[src/rtl/divider_pkg.sv]
// divider_pkg: shared width, iteration count, state encoding and div-by-zero constant.
package divider_pkg;
  localparam int WIDTH = 16;
  localparam int ITER = WIDTH;
  localparam logic [WIDTH-1:0] DBZ_QUOT = '1;
  typedef enum logic [1:0] {IDLE, LOAD, CALC, DONE} state_e;
endpackage

[src/rtl/div_step_16bit.sv]
// div_step_16bit: one combinational restoring-division step.
module div_step_16bit
  import divider_pkg::*;
(
  input  logic [WIDTH-1:0] partial_rem,
  input  logic             dividend_bit,
  input  logic [WIDTH-1:0] divisor,
  output logic [WIDTH-1:0] next_rem,
  output logic             q_bit
);
  logic [WIDTH:0] shifted, trial;
  assign shifted = {partial_rem, dividend_bit};
  assign trial = shifted - {1'b0, divisor};
  // partial_rem < divisor keeps the restored value within WIDTH bits
  assign q_bit = ~trial[WIDTH];
  assign next_rem = q_bit ? trial[WIDTH-1:0] : shifted[WIDTH-1:0];
endmodule

[src/rtl/divider_16bit.sv]
// divider_16bit: sequential unsigned restoring divider, one quotient bit per clock.
module divider_16bit
  import divider_pkg::*;
(
  input  logic             clk,
  input  logic             rst,
  input  logic             start,
  input  logic [WIDTH-1:0] A,
  input  logic [WIDTH-1:0] B,
  output logic             busy,
  output logic             done,
  output logic [WIDTH-1:0] quotient,
  output logic [WIDTH-1:0] remainder,
  output logic             div_by_zero,
  output logic             parity_check
);
  state_e state_q, state_d;
  logic [WIDTH-1:0] dvd_q, dvd_d, dvs_q, dvs_d, rem_q, rem_d;
  logic [WIDTH-1:0] quot_q, quot_d, remo_q, remo_d;
  logic [4:0] cnt_q, cnt_d;
  logic dbz_q, dbz_d, par_q, par_d;
  logic [WIDTH-1:0] next_rem;
  logic q_bit;

  div_step_16bit u_step (
    .partial_rem (rem_q),
    .dividend_bit(dvd_q[WIDTH-1]),
    .divisor     (dvs_q),
    .next_rem    (next_rem),
    .q_bit       (q_bit)
  );

  // dvd_q shifts the dividend out at the top while quotient bits enter at the bottom
  always_comb begin
    state_d = state_q;
    dvd_d = dvd_q;
    dvs_d = dvs_q;
    rem_d = rem_q;
    cnt_d = cnt_q;
    quot_d = quot_q;
    remo_d = remo_q;
    dbz_d = dbz_q;
    par_d = par_q;
    case (state_q)
      IDLE, DONE: begin
        state_d = start ? LOAD : IDLE;
        if (start) begin
          dvd_d = A;
          dvs_d = B;
          rem_d = '0;
          cnt_d = '0;
        end
      end
      LOAD: begin
        state_d = (dvs_q == '0) ? DONE : CALC;
        if (dvs_q == '0) begin
          quot_d = DBZ_QUOT;
          remo_d = dvd_q;
          dbz_d = 1'b1;
          par_d = ^{DBZ_QUOT, dvd_q};
        end
      end
      CALC: begin
        dvd_d = {dvd_q[WIDTH-2:0], q_bit};
        rem_d = next_rem;
        cnt_d = cnt_q + 5'd1;
        if (cnt_q == 5'(ITER - 1)) begin
          state_d = DONE;
          quot_d = dvd_d;
          remo_d = next_rem;
          dbz_d = 1'b0;
          par_d = ^{dvd_d, next_rem};
        end
      end
      default: state_d = IDLE;
    endcase
  end

  always_ff @(posedge clk) begin
    if (rst) begin
      state_q <= IDLE;
      dvd_q <= '0;
      dvs_q <= '0;
      rem_q <= '0;
      cnt_q <= '0;
      quot_q <= '0;
      remo_q <= '0;
      dbz_q <= 1'b0;
      par_q <= 1'b0;
    end else begin
      state_q <= state_d;
      dvd_q <= dvd_d;
      dvs_q <= dvs_d;
      rem_q <= rem_d;
      cnt_q <= cnt_d;
      quot_q <= quot_d;
      remo_q <= remo_d;
      dbz_q <= dbz_d;
      par_q <= par_d;
    end
  end

  assign busy = (state_q == LOAD) || (state_q == CALC);
  assign done = (state_q == DONE);
  assign quotient = quot_q;
  assign remainder = remo_q;
  assign div_by_zero = dbz_q;
  assign parity_check = par_q;
endmodule
[config.mk]
export PLATFORM = sky130hd
export DESIGN_NAME = divider_16bit
export DESIGN_NICKNAME = d
export VERILOG_FILES = /design/src/rtl/divider_pkg.sv /design/src/rtl/div_step_16bit.sv /design/src/rtl/divider_16bit.sv
export SDC_FILE = /design/constraint.sdc
export NUM_CORES = 1
export LEC_CHECK = 0
export ABC_AREA = 1
export CORE_ASPECT_RATIO = 1.5
export CORE_UTILIZATION = 35
export DETAILED_ROUTE_END_ITERATION = 10
export GPL_ROUTABILITY_DRIVEN = 0
export PLACE_DENSITY = 0.55
export SKIP_CTS_REPAIR_TIMING = 1
export SLEW_MARGIN = 20
export SYNTH_ARGS = -nofsm -noshare
export SYNTH_HDL_FRONTEND = slang
export SYNTH_SLANG_ARGS = --single-unit
[constraint.sdc]
create_clock -name clk -period 5 [get_ports clk]
set_input_delay 1 -clock clk [delete_from_list [all_inputs] [get_ports clk]]
set_output_delay 1 -clock clk [all_outputs]
set_load 0.05 [all_outputs]
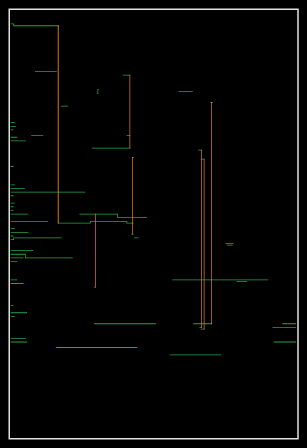
(images/metal_stack.png)
Two of the layers only.
Key: met3 = green [wire length 421 µm]; met4 = orange [wire length 368 µm]
detailed-route via count: 5556
average routed wire per standard cell: 13.7 µm
total global-route track usage: 19.6%
Final Routed Wirelength: 16100 µm

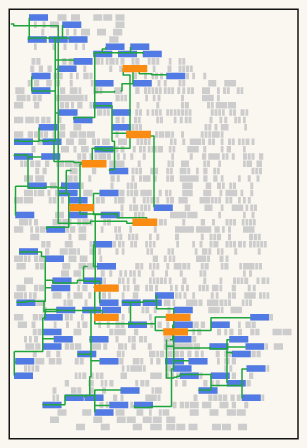
(images/clock_map.png)
Key: flip-flops = blue [count 89]; cells driving clock nets = orange [count 9]; clock wires = green [length 1230 µm]
There are 10 routed clock nets.

==> qor.yml <==
comb_power_share_pct: 65.6
grt_first_pass_wirelength_um: 26300
place.port_buffers: 70
worstRegToRegCells: 24
cpLargestDelayFamily: "simple AND/OR/NAND/NOR gates"
timing.final.ws_setup_ns: 1.86
placed_area_um2: 6610
cts_tree: "done"
power-top-group: "combinational logic"
worstSetupStartpoint: "dvd_q[15]"
drcViolationCount: 0
synthDominantAreaCellType: "sky130_fd_sc_hd__dfxtp_1"
ctsRootBufferMaster: "sky130_fd_sc_hd__clkbuf_16"
outcome: "completed"
floorplan.die.width_um: 107
buffers_excl_clock: 80
cp_num_buf_inv: 2
top_area_cell_class: "multi-input combinational cells"
critical_path_arrival_ns: 3.41
multi_input_gate_count: 674
share_of_cells_above_drive_strength_1_pct: 6.91
synth_flop_count: 89
post_synthesis_adder_cell_area_fraction_pct: 4.90
grt_pass1_vias: 5292
cts.sinks: 89
layout.non_clock_inverters: 110
timing.hold.worst.start: "remainder[13]"
yosys_warnings: 0
worst_hold_slack_ns: 0.468
floorplan.io_pins: 71
powerSeq_mw: 1.09
yosys.area_share.simple_pct: 32.9
netlist_area_um2: 5770
timing.setup.critical_path_class: "flip-flop to flip-flop"
insertion_delay_ns: 0.34
total_power_mw: 5.38
yosysUniqueCellTypes: 41
comb_share_pct: 48.7
hold_path.class: "flip-flop to flip-flop"
taps: 206
post_synth.cell_area_avg_um2: 6.32
internal_power_mw: 2.56
grt_setup_unrepaired: "false"
timing.critical_path.cells: "inv_1 > ha_1 > fa_1 > inv_1 > nand2_1 > nand2_1 > nand3_1 > nand2_2 > nand2_4 > nand2_4 > nand2_2 > nand2_4 > nand2_1 > nand2_1 > nand2_1 > nand2_1 > nand2_1 > nand2_1 > nand2_1 > nand2_1 > nand2_1 > nand3_1 > nand3_2 > a21oi_2"
power.share.clock_pct: 14.2
finalSetupTns_ns: 0
netlist.top_cell.by_instances: "sky130_fd_sc_hd__nand2_1"
total_iterations_of_the_first_detailed_routing_run: 4
critical_path.reg2reg.endpoint: "parity_check"
tritoncts.num_buffers: 9
layoutNonFillerInstCount: 1175
layout.area.seq_um2: 1780
asyncSetResetFlopFracSynth_pct: 0
die_area_um2: 17000
layout_top_cells_excl_fill_tap: "sky130_fd_sc_hd__nand2_1, sky130_fd_sc_hd__inv_1, sky130_fd_sc_hd__dfxtp_1, sky130_fd_sc_hd__o21ai_0, sky130_fd_sc_hd__clkdlybuf4s50_1"
max-slew-margin-rel_pct: 39.7
clockNetworkPower_mw: 0.761
clock_tree_area_fraction_pct: 4.85
nNetsFinal: 1021
setup_violations: 0
slew_violations: 0
drv_cap: 0
critPathLaunchType: "flip-flop"
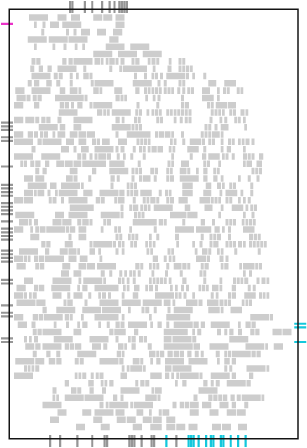
(images/pins.png)
Pins as bars across the die edge, other pins in gray.
Key: clk = magenta [pins 1, direction input, edge west]; B = cyan [pins 16, direction input, edge 13 south, 3 east]
All pins by edge: 31 west, 26 south, 11 north, 3 east.

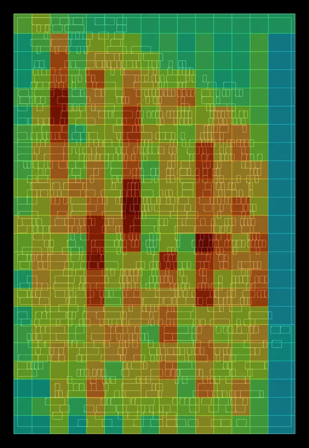
(images/final_congestion.png)
global-route track usage on met2: 36.5%
met1 Resource Use GR: 22.1%
global-route met3 utilization: 2.21%

No activity file was given, so power comes from the tool's default toggle rates.
